===== src/rtl/game_pkg.sv =====
// Shared move-code definitions for the input path and game_logic.
// Codes are 2-bit; pulses are one-hot over {up, down, left, right}.
package game_pkg;

  typedef enum logic [1:0] {
    MOVE_UP    = 2'd0,
    MOVE_DOWN  = 2'd1,
    MOVE_LEFT  = 2'd2,
    MOVE_RIGHT = 2'd3
  } move_code_t;

  typedef struct packed {
    logic up;
    logic down;
    logic left;
    logic right;
  } dir_t;

  // Same-cycle presses resolve up > down > left > right.
  function automatic move_code_t prio_encode(input dir_t p);
    move_code_t c;
    if (p.up)        c = MOVE_UP;
    else if (p.down) c = MOVE_DOWN;
    else if (p.left) c = MOVE_LEFT;
    else             c = MOVE_RIGHT;
    return c;
  endfunction

  function automatic dir_t decode_move(input move_code_t c);
    dir_t d;
    d = '0;
    case (c)
      MOVE_UP:    d.up    = 1'b1;
      MOVE_DOWN:  d.down  = 1'b1;
      MOVE_LEFT:  d.left  = 1'b1;
      default:    d.right = 1'b1;
    endcase
    return d;
  endfunction

endpackage


===== src/rtl/move_fifo.sv =====
// DEPTH x 2-bit FIFO with flush; count/full/empty registered, head read combinationally.
// Push while full is accepted only when a pop happens in the same cycle.
module move_fifo
  import game_pkg::*;
#(
  parameter int DEPTH = 4,
  parameter int CW    = 3
) (
  input  logic          clk,
  input  logic          rst_n,
  input  logic          push,
  input  move_code_t    push_dat,
  input  logic          pop,
  input  logic          flush,
  output move_code_t    head_dat,
  output logic [CW-1:0] count,
  output logic          full,
  output logic          empty
);

  localparam int PW = (DEPTH > 1) ? $clog2(DEPTH) : 1;

  logic [PW-1:0] wr_ptr;
  logic [PW-1:0] rd_ptr;
  move_code_t    mem [DEPTH];
  logic          do_push;
  logic          do_pop;

  assign full     = (count == CW'(DEPTH));
  assign empty    = (count == '0);
  assign do_pop   = pop & ~empty & ~flush;
  assign do_push  = push & ~flush & (~full | do_pop);
  assign head_dat = mem[rd_ptr];

  always_ff @(posedge clk or negedge rst_n) begin
    if (!rst_n) begin
      wr_ptr <= '0;
      rd_ptr <= '0;
      count  <= '0;
    end else if (flush) begin
      wr_ptr <= '0;
      rd_ptr <= '0;
      count  <= '0;
    end else begin
      if (do_push) wr_ptr <= wr_ptr + 1'b1;
      if (do_pop)  rd_ptr <= rd_ptr + 1'b1;
      case ({do_push, do_pop})
        2'b10:   count <= count + 1'b1;
        2'b01:   count <= count - 1'b1;
        default: count <= count;
      endcase
    end
  end

  // Storage needs no reset: an entry is only read after it has been written.
  always_ff @(posedge clk) begin
    if (do_push) mem[wr_ptr] <= push_dat;
  end

endmodule


===== src/rtl/move_queue.sv =====
// Edge-detects direction buttons, queues moves, issues one move pulse the cycle after a frame tick.
// Issue holds while logic_busy; presses into a full queue without a same-cycle pop raise overflow.
module move_queue
  import game_pkg::*;
#(
  parameter int DEPTH = 4,
  parameter int CW    = 3
) (
  input  logic          clk,
  input  logic          rst_n,
  input  logic          enable,
  input  logic          btn_up,
  input  logic          btn_down,
  input  logic          btn_left,
  input  logic          btn_right,
  input  logic          frame_tick,
  input  logic          logic_busy,
  output logic          move_up,
  output logic          move_down,
  output logic          move_left,
  output logic          move_right,
  output logic [CW-1:0] queue_count,
  output logic          overflow
);

  dir_t       btn;
  dir_t       btn_prev;
  dir_t       press;
  dir_t       move_q;
  logic       any_press;
  logic       pop_req;
  move_code_t push_code;
  move_code_t head_code;
  logic       fifo_full;
  logic       fifo_empty;

  assign btn       = {btn_up, btn_down, btn_left, btn_right};
  assign press     = btn & ~btn_prev;
  assign any_press = enable & (press != '0);
  assign push_code = prio_encode(press);
  assign pop_req   = frame_tick & enable & ~logic_busy & ~fifo_empty;

  // Prev tracks even while disabled so a held button never counts as a press.
  always_ff @(posedge clk or negedge rst_n) begin
    if (!rst_n) btn_prev <= '0;
    else        btn_prev <= btn;
  end

  move_fifo #(
    .DEPTH (DEPTH),
    .CW    (CW)
  ) u_fifo (
    .clk      (clk),
    .rst_n    (rst_n),
    .push     (any_press),
    .push_dat (push_code),
    .pop      (pop_req),
    .flush    (~enable),
    .head_dat (head_code),
    .count    (queue_count),
    .full     (fifo_full),
    .empty    (fifo_empty)
  );

  always_ff @(posedge clk or negedge rst_n) begin
    if (!rst_n) begin
      move_q   <= '0;
      overflow <= 1'b0;
    end else begin
      move_q   <= pop_req ? decode_move(head_code) : dir_t'('0);
      overflow <= any_press & fifo_full & ~pop_req;
    end
  end

  assign move_up    = move_q.up;
  assign move_down  = move_q.down;
  assign move_left  = move_q.left;
  assign move_right = move_q.right;

endmodule

===== config.mk =====
export PLATFORM = sky130hd
export DESIGN_NAME = move_queue
export DESIGN_NICKNAME = d
export VERILOG_FILES = /design/src/rtl/game_pkg.sv /design/src/rtl/move_fifo.sv /design/src/rtl/move_queue.sv
export SDC_FILE = /design/constraint.sdc
export NUM_CORES = 1
export LEC_CHECK = 0
export ABC_AREA = 1
export CAP_MARGIN = 20
export CORE_MARGIN = 1.5
export CORE_UTILIZATION = 59
export CTS_BUF_LIST = sky130_fd_sc_hd__clkbuf_8
export DETAILED_ROUTE_END_ITERATION = 10
export GPL_ROUTABILITY_DRIVEN = 0
export GPL_TIMING_DRIVEN = 0
export PLACE_DENSITY_LB_ADDON = 0.25
export REMOVE_ABC_BUFFERS = 1
export SLEW_MARGIN = 15
export SYNTH_ARGS = -nofsm -noshare
export SYNTH_HDL_FRONTEND = slang
export SYNTH_SLANG_ARGS = --single-unit

===== constraint.sdc =====
create_clock -name clk -period 3.3 [get_ports clk]
set_clock_uncertainty 0.15 [all_clocks]
set_input_delay 0.33 -clock clk [delete_from_list [all_inputs] [get_ports clk]]
set_output_delay 0.33 -clock clk [all_outputs]
set_load 0.01 [all_outputs]

**Wiring by layer**

Bar = 10 um.
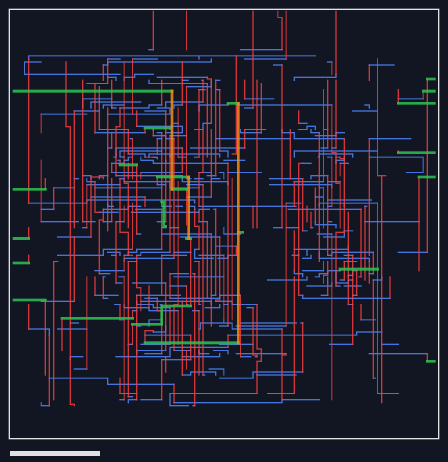
layer	colour	wire length
met3	green	85.3 um
met4	orange	44.2 um
met2	red	1,200 um
met1	blue	901 um

**Cells by drive strength**

Bar = 10 um.
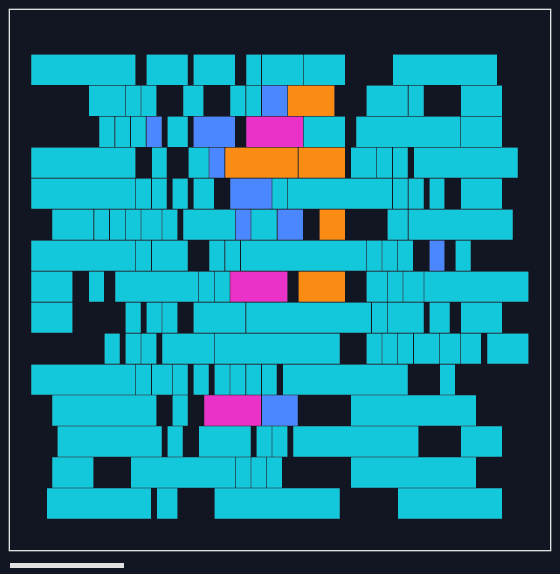
size	colour	cells
drive 2	blue	9
drive 1 or less	cyan	123
drive 6 and up	magenta	3
drive 3 to 4	orange	5
setup slack after layout: 0.840 ns
post-route design area: 1390 sq um
synthesis-to-finish area growth: 19.4%
non-clock buffer count in the final layout: 16

**The clock network**

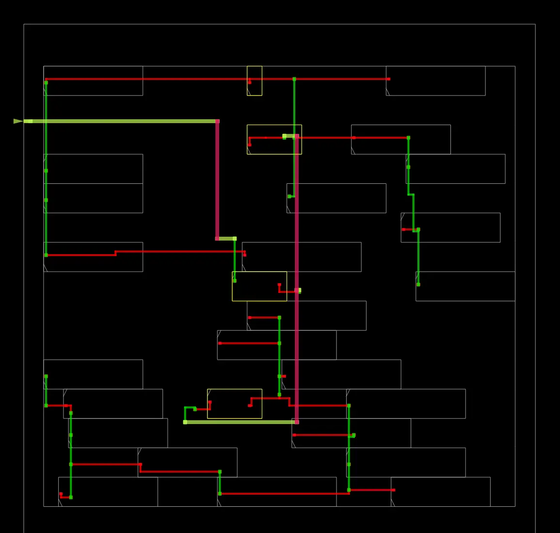
power consumed by the clock network: 0.000173 W
sequential cell count: 24
total CTS buffers: 3
clk_lat worst skew: 0.27 ns
# clk buffers: 3

**Sequential cells coloured by netlist name**

Bar = 10 um.
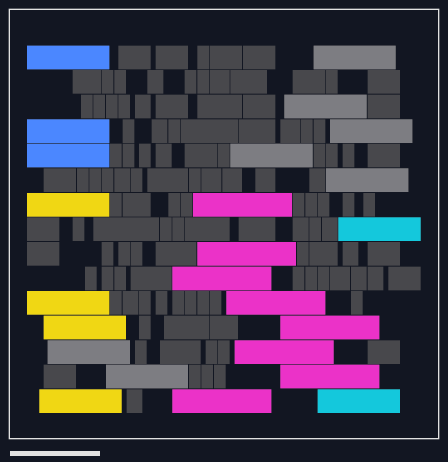
signal	colour	flops
u_fifo.mem	magenta	8
btn_prev	yellow	4
u_fifo.count	blue	3
u_fifo.rd_ptr	cyan	2

**I/O nets highlighted**

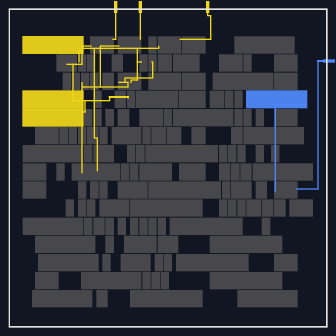
port	colour	direction	end cells	wire
queue_count	yellow	output	3	120 um
move_left	blue	output	1	40.7 um

-- per-stage QoR --
step | setup slack (ns) | utilization, % | power [W] | hold WS [ns]
6_report | 0.840 | 77.9 | 0.000726 | 0.343
4_1_cts | 0.866 | 77.9 | 0.000723 | 0.362
3_3_place_gp | 0.669 | 75.4 | 0.000538 | 0.404
2_1_floorplan | 1.35 | - | 0.000483 | -0.116
3_5_place_dp | 0.589 | 75.4 | 0.000554 | 0.432
5_1_grt | 0.691 | 77.9 | 0.000766 | 0.398
-- worst max-delay path, delay by kind of cell --
| kind | cells | cell delay [ns] |
|---|---|---|
| buffers and inverters | 4 | 0.84 |
| adder cells (fa/ha/maj) | 1 | 0.38 |
| XOR/XNOR | 1 | 0.24 |
| AND/OR/NAND/NOR | 8 | 0.68 |
-- cell usage in the layout, fill, tap and decap left out, drive strengths merged, types with 3 or more instances in the layout --
| cell type | count |
|---|---|
| a21oi | 3 |
| clkbuf | 3 |
| clkdlybuf4s50 | 16 |
| dfrtp | 16 |
| edfxtp | 8 |
| ha | 4 |
| inv | 25 |
| nand2 | 29 |
| nand3 | 6 |
| nor2 | 13 |
| o21ai | 7 |
-- cells by family (layout without fill, tap and decap cells) --
| logic type | Yosys count | in the layout |
|---|---|---|
| AND/OR/NAND/NOR | 51 | 51 |
| buffers and inverters | 27 | 46 |
| flip-flops | 24 | 24 |
| AND-OR/OR-AND | 13 | 13 |
| adder cells (fa/ha/maj) | 5 | 5 |
| XOR/XNOR | 1 | 1 |
-- layer usage --
layer  wire, um  part of all wire [%]
met5          0                     0
met2       1200                    54
met3         85                   3.8
met4         44                   2.0
met1        901                    40
==> run summary <==
run metrics: number of warnings the tools reported 28, asr flop ratio synth 66.7%, share of synthesized cell area in and-or and or-and compound cells 6.67%, area fraction in full adders, half adders and majority gates 6.02%, leading registers by flop count u_fifo.mem x8, btn_prev x4, u_fifo.count x3, post-layout period usage of the worst path 74.5%, total die size 2250 sq um, hold bufs inserted after CTS 0, logic area between 400 and 500 sq um, number of clock sinks 24, Max Clock Freq 407 MHz, Post-Syn Area per Cell 9.62 sq um, post-place instance area between 1000 and 1500 sq um, non-filler cells, final 165, clock-pin slew reported for the worst setup and hold paths after clock tree synthesis 0.08 ns, CTS tree done, slowest stage delay, CP 0.65 ns, Final HPWL DP between 1.5 and 2 mm, EDFF count, synth 8, filler cell count in the final layout 120, non-clock inverter instance count of the final layout 26, instance count after placement with tap cells included 161, diodes inserted 0, worst reg-to-reg path cell count 13, power density of the placed cells ~520 nW/um^2, M1 GR Usage between 20% and 30%, M3 GR Usage 4.53%, number of max-cap violations 0, antenna violations before repair 0, largest cell class by area sequential cells, largest buffer count on any clock path 2, CP Launch Point enable, status finished clean, clock share of power a little under a quarter, cell accounting for the most synthesized area sky130_fd_sc_hd__dfrtp_1, count of final hold-check violations 0, Logic family by area simple AND/OR/NAND/NOR gates, clock buffer and inverter area fraction after layout 3.24%, sequential cell area 641 sq um, cell total in the yosys stat output approximately 120, fraction of power spent switching nets 31.2%, H-tree lvl count 1
Power is estimated from default activity; no workload was simulated.
